**src/rtl/multicycle_control_fsm_if.sv**
```systemverilog
// Control/bus signal bundle between the multi-cycle sequencer and the RV32I datapath.
interface multicycle_control_fsm_if;
    logic [31:0] instrCode;
    logic        busReady;
    logic        pcEn;
    logic        regFileWe;
    logic [3:0]  aluControl;
    logic        aluSrcMuxSel;
    logic        busReq;
    logic        busWe;
    logic        RFWDSrcMuxSel;
    logic        branch;
    logic        busErr;
    logic        illegalInstr;

    modport slave (
        input  instrCode, busReady,
        output pcEn, regFileWe, aluControl, aluSrcMuxSel, busReq, busWe,
               RFWDSrcMuxSel, branch, busErr, illegalInstr
    );

    modport master (
        output instrCode, busReady,
        input  pcEn, regFileWe, aluControl, aluSrcMuxSel, busReq, busWe,
               RFWDSrcMuxSel, branch, busErr, illegalInstr
    );
endinterface

```
**src/rtl/multicycle_control_fsm.sv**
```systemverilog
// FETCH/DECODE/EXECUTE/MEM/WB sequencer for RV32I with a variable-latency data bus
// and a MEM-state timeout that retires hung transfers with a busErr pulse.
module multicycle_control_fsm #(
    parameter int BUS_TIMEOUT = 16
) (
    input  logic                     clk,
    input  logic                     reset,
    multicycle_control_fsm_if.slave  bus
);
    localparam int CW       = (BUS_TIMEOUT > 0) ? $clog2(BUS_TIMEOUT + 1) : 1;
    localparam int TMO_LAST = (BUS_TIMEOUT > 0) ? BUS_TIMEOUT - 1 : 0;

    localparam logic [6:0] OP_R = 7'b0110011;
    localparam logic [6:0] OP_I = 7'b0010011;
    localparam logic [6:0] OP_L = 7'b0000011;
    localparam logic [6:0] OP_S = 7'b0100011;
    localparam logic [6:0] OP_B = 7'b1100011;

    typedef enum logic [2:0] {FETCH, DECODE, EXECUTE, MEM, WB} state_t;

    state_t        state, state_nxt;
    logic [CW-1:0] tmo_cnt, tmo_cnt_nxt;

    logic [6:0] opc;
    logic [2:0] f3;
    logic       b30;
    logic       is_r, is_i, is_l, is_s, is_b, legal;
    logic       tmo_hit;

    assign opc   = bus.instrCode[6:0];
    assign f3    = bus.instrCode[14:12];
    assign b30   = bus.instrCode[30];
    assign is_r  = (opc == OP_R);
    assign is_i  = (opc == OP_I);
    assign is_l  = (opc == OP_L);
    assign is_s  = (opc == OP_S);
    assign is_b  = (opc == OP_B);
    assign legal = is_r | is_i | is_l | is_s | is_b;

    // Register fields and immediates are consumed by the datapath, not here.
    logic unused_instr_bits;
    assign unused_instr_bits = ^{bus.instrCode[31], bus.instrCode[29:15], bus.instrCode[11:7]};

    assign tmo_hit = (BUS_TIMEOUT > 0) && (tmo_cnt == CW'(TMO_LAST)) && !bus.busReady;

    always_ff @(posedge clk) begin
        if (reset) begin
            state   <= FETCH;
            tmo_cnt <= '0;
        end else begin
            state   <= state_nxt;
            tmo_cnt <= tmo_cnt_nxt;
        end
    end

    always_comb begin
        state_nxt         = state;
        tmo_cnt_nxt       = tmo_cnt;
        bus.pcEn          = 1'b0;
        bus.regFileWe     = 1'b0;
        bus.aluControl    = 4'b0000;
        bus.aluSrcMuxSel  = 1'b0;
        bus.busReq        = 1'b0;
        bus.busWe         = 1'b0;
        bus.RFWDSrcMuxSel = 1'b0;
        bus.branch        = 1'b0;
        bus.busErr        = 1'b0;
        bus.illegalInstr  = 1'b0;

        case (state)
            FETCH: state_nxt = DECODE;
            DECODE: begin
                bus.illegalInstr = !legal;
                state_nxt        = EXECUTE;
            end
            EXECUTE: begin
                state_nxt = FETCH;
                if (is_r) begin
                    bus.aluControl = {b30, f3};
                    bus.regFileWe  = 1'b1;
                    bus.pcEn       = 1'b1;
                end else if (is_i) begin
                    // Only SRAI carries instr[30] into the ALU op; other I-types use it as imm.
                    bus.aluControl   = ({b30, f3} == 4'b1101) ? 4'b1101 : {1'b0, f3};
                    bus.aluSrcMuxSel = 1'b1;
                    bus.regFileWe    = 1'b1;
                    bus.pcEn         = 1'b1;
                end else if (is_b) begin
                    bus.aluControl = {b30, f3};
                    bus.branch     = 1'b1;
                    bus.pcEn       = 1'b1;
                end else if (is_l || is_s) begin
                    bus.aluSrcMuxSel = 1'b1;
                    tmo_cnt_nxt      = '0;
                    state_nxt        = MEM;
                end else begin
                    bus.pcEn = 1'b1;
                end
            end
            MEM: begin
                bus.busReq       = 1'b1;
                bus.busWe        = is_s;
                bus.aluSrcMuxSel = 1'b1;
                if (bus.busReady) begin
                    bus.pcEn  = is_s;
                    state_nxt = is_s ? FETCH : WB;
                end else if (tmo_hit) begin
                    bus.busErr = 1'b1;
                    bus.pcEn   = 1'b1;
                    state_nxt  = FETCH;
                end else if (tmo_cnt != '1) begin
                    tmo_cnt_nxt = tmo_cnt + 1'b1;
                end
            end
            WB: begin
                bus.regFileWe     = 1'b1;
                bus.RFWDSrcMuxSel = 1'b1;
                bus.pcEn          = 1'b1;
                state_nxt         = FETCH;
            end
            default: state_nxt = FETCH;
        endcase

        // Strobes are quiet while reset is held so a reset mid-MEM drops busReq at once.
        if (reset) begin
            bus.pcEn          = 1'b0;
            bus.regFileWe     = 1'b0;
            bus.aluControl    = 4'b0000;
            bus.aluSrcMuxSel  = 1'b0;
            bus.busReq        = 1'b0;
            bus.busWe         = 1'b0;
            bus.RFWDSrcMuxSel = 1'b0;
            bus.branch        = 1'b0;
            bus.busErr        = 1'b0;
            bus.illegalInstr  = 1'b0;
        end
    end
endmodule

```
**src/flat_wrapper.sv**
```systemverilog
// flat-port wrapper written by rule: the top's interface ports become plain ports
module multicycle_control_fsm_flat 
#(
    parameter int BUS_TIMEOUT = 16
)
  (clk, reset, bus_instrCode, bus_busReady, bus_pcEn, bus_regFileWe, bus_aluControl, bus_aluSrcMuxSel, bus_busReq, bus_busWe, bus_RFWDSrcMuxSel, bus_branch, bus_busErr, bus_illegalInstr);
  multicycle_control_fsm_if bus_i ();
  input  logic clk;
  input  logic reset;
  input wire logic [$bits(bus_i.instrCode)-1:0] bus_instrCode;
  input wire logic [$bits(bus_i.busReady)-1:0] bus_busReady;
  output wire logic [$bits(bus_i.pcEn)-1:0] bus_pcEn;
  output wire logic [$bits(bus_i.regFileWe)-1:0] bus_regFileWe;
  output wire logic [$bits(bus_i.aluControl)-1:0] bus_aluControl;
  output wire logic [$bits(bus_i.aluSrcMuxSel)-1:0] bus_aluSrcMuxSel;
  output wire logic [$bits(bus_i.busReq)-1:0] bus_busReq;
  output wire logic [$bits(bus_i.busWe)-1:0] bus_busWe;
  output wire logic [$bits(bus_i.RFWDSrcMuxSel)-1:0] bus_RFWDSrcMuxSel;
  output wire logic [$bits(bus_i.branch)-1:0] bus_branch;
  output wire logic [$bits(bus_i.busErr)-1:0] bus_busErr;
  output wire logic [$bits(bus_i.illegalInstr)-1:0] bus_illegalInstr;
  assign bus_i.instrCode = bus_instrCode;
  assign bus_i.busReady = bus_busReady;
  assign bus_pcEn = bus_i.pcEn;
  assign bus_regFileWe = bus_i.regFileWe;
  assign bus_aluControl = bus_i.aluControl;
  assign bus_aluSrcMuxSel = bus_i.aluSrcMuxSel;
  assign bus_busReq = bus_i.busReq;
  assign bus_busWe = bus_i.busWe;
  assign bus_RFWDSrcMuxSel = bus_i.RFWDSrcMuxSel;
  assign bus_branch = bus_i.branch;
  assign bus_busErr = bus_i.busErr;
  assign bus_illegalInstr = bus_i.illegalInstr;
  multicycle_control_fsm #(.BUS_TIMEOUT(BUS_TIMEOUT)) u_core (.clk(clk), .reset(reset), .bus(bus_i));
endmodule
```
**config.mk**
```make
export PLATFORM = sky130hd
export DESIGN_NAME = multicycle_control_fsm_flat
export DESIGN_NICKNAME = d
export VERILOG_FILES = /design/src/rtl/multicycle_control_fsm_if.sv /design/src/rtl/multicycle_control_fsm.sv /design/src/flat_wrapper.sv
export SDC_FILE = /design/constraint.sdc
export NUM_CORES = 1
export LEC_CHECK = 0
export CORE_UTILIZATION = 36
export DETAILED_ROUTE_END_ITERATION = 8
export PLACE_DENSITY = 0.91
export REMOVE_ABC_BUFFERS = 1
export SLEW_MARGIN = 10
export SYNTH_ARGS = -nofsm -noshare
export SYNTH_HDL_FRONTEND = slang
export SYNTH_SLANG_ARGS = --single-unit
```
**constraint.sdc**
```tcl
create_clock -name clk -period 5.6 [get_ports clk]
set_input_delay 1.12 -clock clk [delete_from_list [all_inputs] [get_ports clk]]
set_output_delay 1.12 -clock clk [all_outputs]
set_load 0.01 [all_outputs]
```
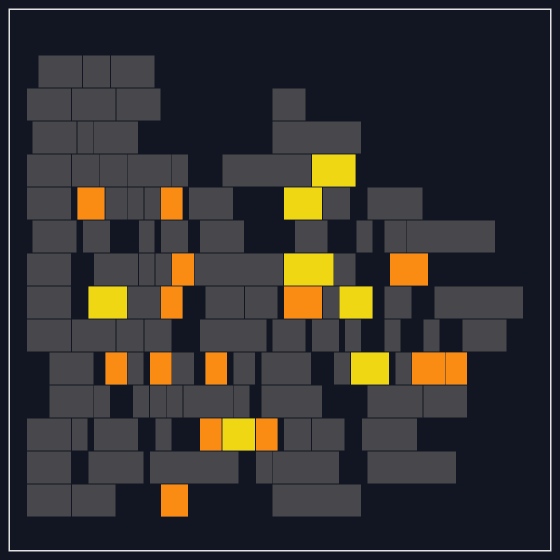
(run_1/logic_types.png)
| colour | family | cells |
|---|---|---|
| orange | inverting AOI/OAI gates | 14 |
| yellow | AND-OR and OR-AND gates | 7 |
fraction of area in multi-input gates: 48.6%
fin cells: 135
most numerous logic cell after layout: clkdlybuf4s50_1

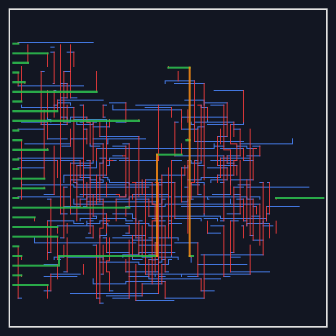
(run_1/wires.png)
| colour | layer | wire length |
|---|---|---|
| orange | metal 4 | 40.8 um |
| red | metal 2 | 750 um |
| blue | metal 1 | 794 um |
| green | metal 3 | 139 um |

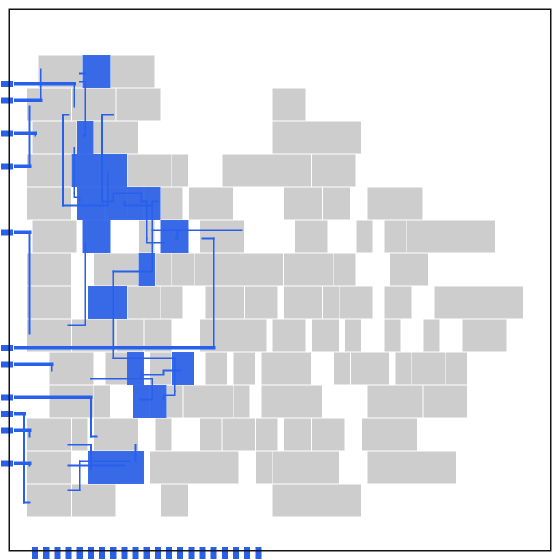
(run_1/io_fan.png)
| colour | port | bits | direction | edge | end cells | buffers | wire |
|---|---|---|---|---|---|---|---|
| blue | bus_instrCode | 32 | input | 21 bottom, 11 left | 17 | 11 | 197 um |

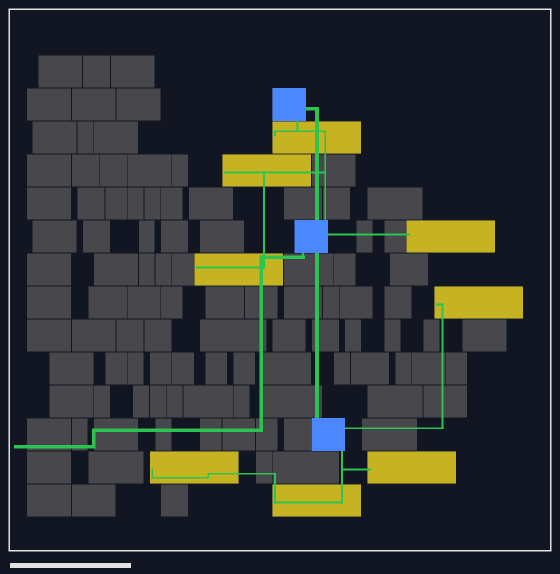
(run_1/clk_routes.png)
Scale bar: 10 um.
[blue] clock drivers | count: 3
[yellow] flip-flops | count: 8
[green] clock wires | length: 162 um
routed clock nets: 4

==> results.txt, run 1 <==
run results: Non-CTS inverters=5, period utilisation layout=approximately three quarters, clk_buf instances=3, Flops=8, min Tclk post-route=roughly 4200 ps, Peak VDD IR=around 0.089 mV, DRC Markers=0, die height=~45 um, MaxCap Viol Count=0, yosys aoi share=22.3%, grt met3 use=under 10%, Hold Startpoint=u_core.tmo_cnt[2], Starting Density=~40%, Area Overhead vs Synth=46.9%, Seq/total area=16.8%, largest net degree at the start of global routing=13, total global-route track usage=19.9%, Post-Route Setup TNS=0 ps, initial antenna violation count=0, Inst Count DP=approximately 130, critical path launch point type=input pin, leakage power=between 0.3 and 0.4 nW, share of layout cells above drive strength 1=under 10%, Switch Pwr=around 0.000038 W, most frequent cells in the layout=26 x clkdlybuf4s50_1, 10 x nor2_1, 8 x nand2_1, 8 x dfxtp_1, 7 x a21oi_1, YS warnings=0, Seq share, synth=between 20% and 30%, final slew viol count=0, Met3 Routed Length=138 um, DP HPWL=between 1000 and 1500 um, status=completed, post-DR vias/cell=5.62
==> run 1: per-stage QoR <==
step	hold WS (ps)	total power [W]	area (sq um)
floorplan	455	0.0000762	643
global placement	481	0.0000920	933
detailed placement	495	0.0000930	933
CTS	504	0.000140	956
global route	524	0.000146	956
finish	509	0.000138	956
==> run 1: cell usage after synthesis <==
cell       count
nor4_1         1
a31oi_1        2
o211a_1        1
nand2_1        8
buf_4          1
nand3b_1       1
nand4_1        1
o311a_2        1
nor2_1        10
ha_1           3
a31o_2         1
nor3_1         3
a21o_1         1
and4bb_2       1
o21a_1         1
nor4b_2        2
a211o_1        1
nand2_2        1
o22a_1         1
nand4bb_1      1
o21ai_0        2
inv_1          5
or4b_4         1
nand2b_1       1
and2_1         4
o31ai_1        1
a21oi_1        7
and4b_2        1
nor4b_1        1
o311ai_0       1
nand3_1        2
a2bb2oi_1      1
dfxtp_1        8
or2b_1         1
nor2b_1        1
or4b_1         1
and3_1         2
nor3b_1        1
==> run 1: registers in the layout, indices dropped and copies added (netlist names) <==
signal and count:
u_core.state 3, u_core.tmo_cnt 5
==> run 1: worst max-delay path, stage by stage <==
cell             delay [ps]
clkdlybuf4s50_1         520
nor4b_2                 370
nand2_1                 120
a21oi_1                 230
and3_1                  200
clkdlybuf4s50_1         530
==> run 1: power by group through the flow <==
stage / clock network, W / registers [W] / logic [W]
2_1_floorplan: 0 / 0.0000629 / 0.0000133
3_3_place_gp: 0 / 0.0000637 / 0.0000283
3_5_place_dp: 0 / 0.0000640 / 0.0000291
4_1_cts: 0.0000480 / 0.0000627 / 0.0000293
5_1_grt: 0.0000506 / 0.0000633 / 0.0000321
6_report: 0.0000458 / 0.0000628 / 0.0000293
==> run 2, diff against run 1 <==
--- a/config.mk
+++ b/config.mk
@@ -5,9 +5,9 @@
 export SDC_FILE = /design/constraint.sdc
 export NUM_CORES = 1
 export LEC_CHECK = 0
-export CORE_UTILIZATION = 36
+export CORE_UTILIZATION = 33
 export DETAILED_ROUTE_END_ITERATION = 8
-export PLACE_DENSITY = 0.91
+export PLACE_DENSITY = 0.85
 export REMOVE_ABC_BUFFERS = 1
 export SLEW_MARGIN = 10
 export SYNTH_ARGS = -nofsm -noshare
==> constraint.sdc (replaced) <==
create_clock -name clk -period 4.35 [get_ports clk]
set_input_delay 0.87 -clock clk [delete_from_list [all_inputs] [get_ports clk]]
set_output_delay 0.87 -clock clk [all_outputs]
set_load 0.01 [all_outputs]
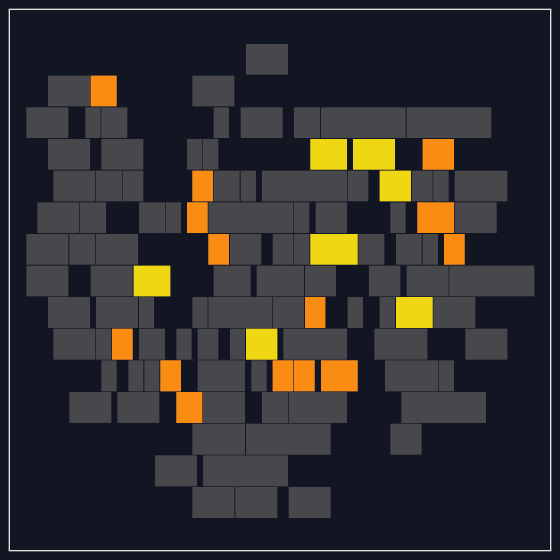
(run_2/logic_types.png)
| colour | family | cells |
|---|---|---|
| orange | inverting AOI/OAI gates | 14 |
| yellow | AND-OR and OR-AND gates | 7 |
fraction of area in multi-input gates: 48.5%
fin cells: 136

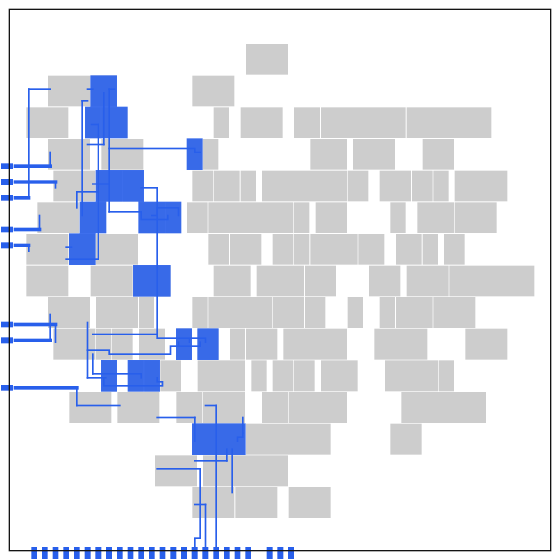
(run_2/io_fan.png)
| colour | port | bits | direction | edge | end cells | buffers | wire |
|---|---|---|---|---|---|---|---|
| blue | bus_instrCode | 32 | input | 24 bottom, 8 left | 17 | 11 | 210 um |

==> results.txt, run 2 <==
run results: largest net degree at the start of global routing=13 (unchanged), Starting Density=36.5% (-4.3 points), total global-route track usage=17.5% (-2.4 points), CP max stage delay=540 ps (about the same), share of layout cells above drive strength 1=9.91% (unchanged), dominant register cell=dfxtp_1, YS warnings=0 (unchanged), MaxCap Viol Count=0 (unchanged), hold_ws=511 ps (+1.91 ps), Hold Startpoint=u_core.tmo_cnt[2], Critical Path, Cell by Cell=clkdlybuf4s50_1, nand4bb_1, nor3b_1, nand3b_1, clkdlybuf4s50_1, post-DR vias/cell=5.43 (-3.4%), Biggest register=u_core.tmo_cnt, EDFF count, synth=0 (unchanged), Post-synth top cells=10 x nor2_1, 8 x dfxtp_1, 8 x nand2_1, area post-placement=935 sq um (+0.13%), Seq share, synth=24.6% (unchanged), leakage power=0.381 nW (unchanged), min Tclk post-route=about 3700 ps, most common cell in the netlist=nor2_1, critical path launch point type=input pin, final slew viol count=0 (unchanged), Inst Count DP=133 (+0.76%), max FFs per register=5 (unchanged), status=completed
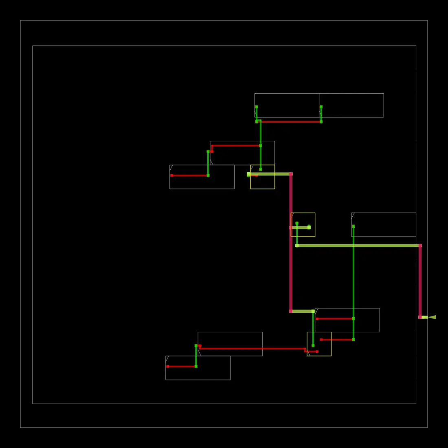
(run_2/clocks.png)
CTS buffer count: 3
clk sink count: 8
Clock net power: 0.0000574 W

## run 2: cell counts after synthesis
No cell type changed its count.
## run 2: kinds of logic after synthesis
logic type / Yosys count / synth area share, %
and+or+nand+nor: 45 / 43.3
adders and majority gates: 3 / 5.77
DFF: 8 / 24.6
buffers and inverters: 6 / 4.04
AOI/OAI and AO/OA: 21 / 22.3
## run 2: layer usage
layer | vias up | track usage, % | wire (um) | share of wire [%]
met3 | 5 | 2.75 | 82 | 4.8
met5 | - | 0 | 0 | 0
met1 | 336 | 20.2 | 776 | 45
li1 | 372 | - | - | -
met4 | 0 | 8.82 | 23 | 1.3
met2 | 26 | 30.6 | 830 | 48
## run 2: power breakdown
| part | leakage, nW | internal [W] | switching (W) |
|---|---|---|---|
| combinational | 0.302 | 0.0000219 | 0.0000161 |
| clock | 0.0138 | 0.0000316 | 0.0000258 |
| sequential | 0.0650 | 0.0000756 | 0.00000524 |
| total | 0.381 | 0.000129 | 0.0000471 |
## run 2: final cells by class
type                    instances  area [sq um]
fillers                       171           826
well taps                      25          31.3
clock buffers                   3          22.5
multi-input cells              69           464
inverters                       5          18.8
repair buffers                 26           260
flip-flops and latches          8           160
## run 2: worst max-delay path by stage
stage / from / to / slack (ps) / cells past startpoint
floorplan: reset / bus_pcEn / 1750 / 3
detailed placement: reset / bus_aluControl[3] / 670 / 6
finish: reset / bus_pcEn / 640 / 5
global route: reset / bus_aluControl[3] / 500 / 6
CTS: reset / bus_aluControl[3] / 660 / 6
global placement: reset / bus_aluControl[3] / 690 / 6
## run 2: worst reg2reg max path, cell delays in order (launching register included)
cell and delay [ps]:
dfxtp_1 330, ha_1 230, and3_1 210, ha_1 230
nor2_1 140, or4b_4 520, o211a_1 240, a211o_1 250
Power is estimated from default activity; no workload was simulated.
